[src/rtl/wave_capture_buffer.sv]
// Two-bank waveform capture buffer.
// A capture arms on a positive zero crossing of the incoming samples and
// fills the bank that is not on display. It then holds until the display
// asks for a bank swap at the end of its frame. Samples are stored as
// two's complement and converted to offset binary on the read side.
module wave_capture_buffer #(
    parameter int WIDTH     = 8,
    parameter int ADDR_BITS = 8
) (
    input  logic                 clk,
    input  logic                 reset_n,
    input  logic                 sample_ready,
    input  logic [WIDTH-1:0]     sample_in,
    input  logic                 flip,
    input  logic [ADDR_BITS-1:0] read_addr,
    output logic [WIDTH-1:0]     read_sample,
    output logic                 capture_done,
    output logic                 read_bank
);

    localparam int DEPTH = 2 ** ADDR_BITS;

    typedef enum logic [1:0] {
        ARMED,
        ACTIVE,
        WAIT
    } state_t;

    state_t                 state_q, state_d;
    logic [ADDR_BITS-1:0]   write_ptr_q, write_ptr_d;
    logic [WIDTH-1:0]       prev_sample_q, prev_sample_d;
    logic                   read_bank_q, read_bank_d;
    logic                   capture_done_q, capture_done_d;
    logic [WIDTH-1:0]       read_sample_q, read_sample_d;

    logic                   crossing;
    logic                   wr_en;
    logic [ADDR_BITS:0]     wr_addr;
    logic [WIDTH-1:0]       rd_word;

    // Two banks; the bank index is the top address bit. Never reset.
    logic [WIDTH-1:0]       mem [2*DEPTH];

    // Next-state, write control and read-side conversion.
    always_comb begin
        state_d        = state_q;
        write_ptr_d    = write_ptr_q;
        prev_sample_d  = prev_sample_q;
        read_bank_d    = read_bank_q;
        wr_en          = 1'b0;
        wr_addr        = {~read_bank_q, write_ptr_q};

        crossing = sample_ready && prev_sample_q[WIDTH-1] && !sample_in[WIDTH-1];

        unique case (state_q)
            ARMED: begin
                if (crossing) begin
                    wr_en       = 1'b1;
                    wr_addr     = {~read_bank_q, {ADDR_BITS{1'b0}}};
                    write_ptr_d = ADDR_BITS'(1);
                    state_d     = ACTIVE;
                end
            end
            ACTIVE: begin
                if (sample_ready) begin
                    wr_en       = 1'b1;
                    // The pointer wraps to 0 naturally on the final write.
                    write_ptr_d = write_ptr_q + 1'b1;
                    if (write_ptr_q == {ADDR_BITS{1'b1}}) begin
                        state_d = WAIT;
                    end
                end
            end
            WAIT: begin
                if (flip) begin
                    read_bank_d = ~read_bank_q;
                    state_d     = ARMED;
                end
            end
            default: begin
                state_d = ARMED;
            end
        endcase

        if (sample_ready) begin
            prev_sample_d = sample_in;
        end

        capture_done_d = (state_d == WAIT);

        // Read uses the bank on display this cycle; the MSB flip turns
        // two's complement into offset binary.
        rd_word                    = mem[{read_bank_q, read_addr}];
        read_sample_d              = rd_word;
        read_sample_d[WIDTH-1]     = ~rd_word[WIDTH-1];
    end

    // Control state and registered outputs.
    always_ff @(posedge clk or negedge reset_n) begin
        if (!reset_n) begin
            state_q        <= ARMED;
            write_ptr_q    <= '0;
            prev_sample_q  <= '0;
            read_bank_q    <= 1'b0;
            capture_done_q <= 1'b0;
            read_sample_q  <= '0;
        end else begin
            state_q        <= state_d;
            write_ptr_q    <= write_ptr_d;
            prev_sample_q  <= prev_sample_d;
            read_bank_q    <= read_bank_d;
            capture_done_q <= capture_done_d;
            read_sample_q  <= read_sample_d;
        end
    end

    // Sample storage write port.
    always_ff @(posedge clk) begin
        if (wr_en) begin
            mem[wr_addr] <= sample_in;
        end
    end

    assign read_sample  = read_sample_q;
    assign capture_done = capture_done_q;
    assign read_bank    = read_bank_q;

endmodule

[config.mk]
export PLATFORM = sky130hd
export DESIGN_NAME = wave_capture_buffer
export DESIGN_NICKNAME = d
export VERILOG_FILES = /design/src/rtl/wave_capture_buffer.sv
export SDC_FILE = /design/constraint.sdc
export NUM_CORES = 2
export LEC_CHECK = 0
export ABC_AREA = 0
export CAP_MARGIN = 5
export CORE_UTILIZATION = 55
export DETAILED_ROUTE_END_ITERATION = 6
export HOLD_SLACK_MARGIN = 0.12
export PLACE_DENSITY = 0.7
export SYNTH_ARGS = -nofsm -noshare
export SYNTH_HDL_FRONTEND = slang
export SYNTH_SLANG_ARGS = --single-unit
[constraint.sdc]
create_clock -name clk -period 3.32 [get_ports clk]
set_input_delay 0.83 -clock clk [delete_from_list [all_inputs] [get_ports clk]]
set_output_delay 0.83 -clock clk [all_outputs]
set_load 0.05 [all_outputs]
Floorplan with the power grid:
The bar under the picture is 200 µm long. Pins as bars on the die edge.
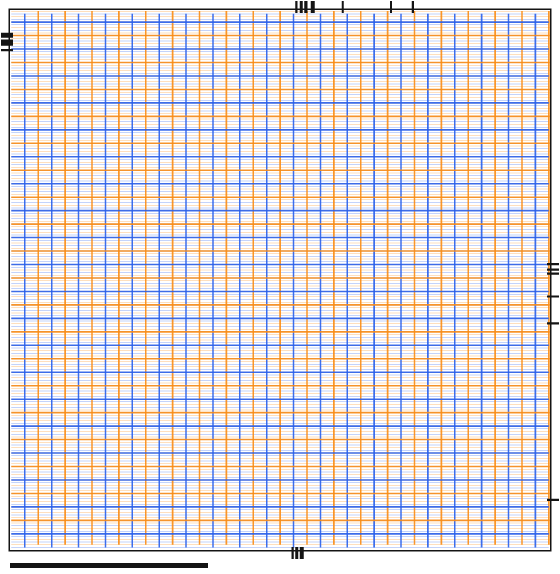
[VSS] blue
[VDD] orange
met4 straps: 40
met5 straps: 39
Core ar.: 293,800 µm²
Die Y-Extent: 545.3 µm
worst vdd rail ir drop: 0.4622 mV
horizontal die dimension: 545.3 µm

Placed cells, one colour a class:
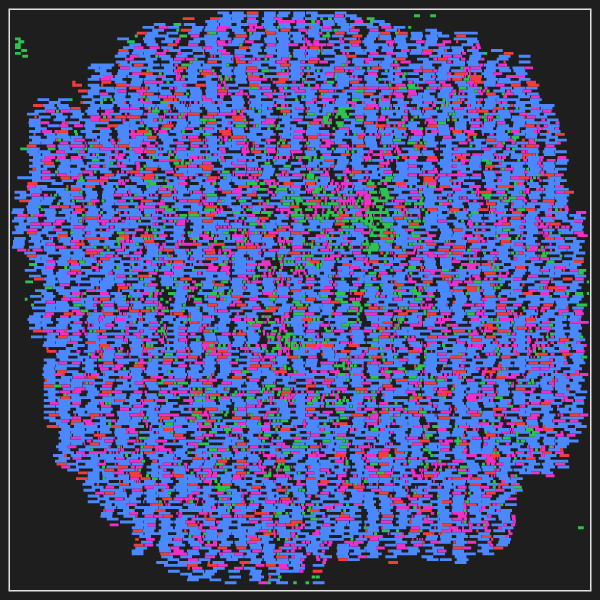
[other buffers and delay cells] green | cells: 1,303 | share of their area: 6.9%
[clock drivers and dummy loads] red | cells: 744 | share of their area: 7.1%
[all other logic] magenta | cells: 3,219 | share of their area: 19%
[flip-flops] blue | cells: 4,117 | share of their area: 67%
Seq area share: 0.6518
cell row count: 199

Clock wires, drivers and flops:
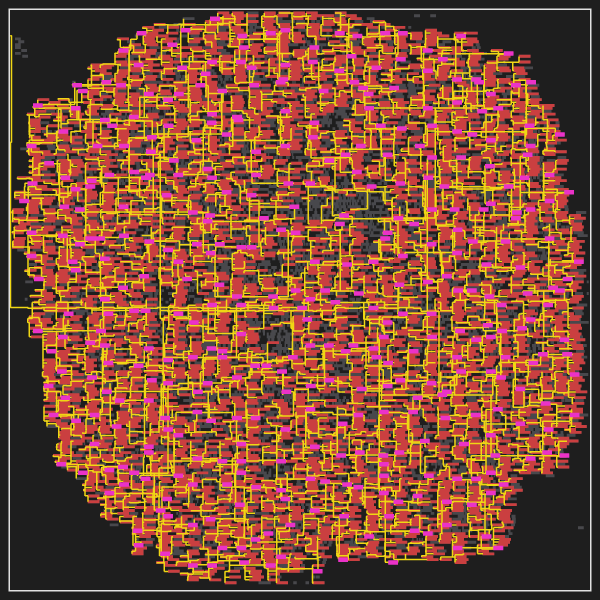
[clock wires] yellow | length: 43.5 mm
[flip-flops] red | count: 4,117
[cells driving clock nets] magenta | count: 402
routed clock nets: 403
flops lie: widely spread
Clock Skews: 0.09054 ns
clk pwr: 45.7 mW
clock share of power: 0.409
clock insertion delay at the later pin of the skew report: 1.01 ns

==> CHANGELOG.md <==
## Flow update

- Outcome: finished with violations
- Violated checks: DRC, setup timing
- Drt drc: 16
- Max H-tree Level: 5
- Well-Tap Cells: 3,919
- GR Layer Usage met2: 0.4819
- Fraction of layout cells with a size suffix above 1: 0.2725
- Number of iterations in the first detailed-routing pass: 7
- Yosys simple share: 0.02726
- Critical path endpoint category: register
- Class of the tightest hold or removal check: in2reg
- Worst R2R Start: mem[84][2]
- Non-clock buffer instance count of the final layout: 1,303
- Worst reg2reg endpoint: read_sample[2]
- WHS Endpoint: mem[186][5]
- Final Hold Violation Tally: 0
- Clock Sink Count: 4,117
- Fin crit period: 3.359 ns
- Maximum fanout along the worst path: 17
- Library cell with the highest instance count after synthesis: edfxtp_1
- Number of setup violations in the final report: 2
- Remaining max-slew budget at the tightest pin: 0.1332
- PwrDens: 589.5 nW/µm²
- Port buffer count: 29
- Heaviest power group: sequential cells
- Global-route wire length before repair: 673,300 µm
- Crit path to: read_sample[7]
- WP buf/inv: 7
- Arrival time worst endpoint: 4.16 ns
- Max reg flops: 4,096
- Transition time at the pin with the least slew margin: 1.300 ns
- Antenna diode count: 41
- Critical hold path startpoint: sample_in[5]
- Post-layout worst setup margin: -0.03931 ns
- Global placement routability congestion: 0.9763
- Post-synthesis sequential element count: 4,117
- Multi-input gate area in the final layout: 34,990 µm²
- Met1 track utilization from global routing: 0.4399
- Final count of pins violating max slew: 0
- Vias in the first global route: 87,855
- Req. time, crit path: 4.12 ns
- Total leakage power: 62.91 nW
- Logic power comb: 8.50 mW
Power and IR drop assume default switching activity.
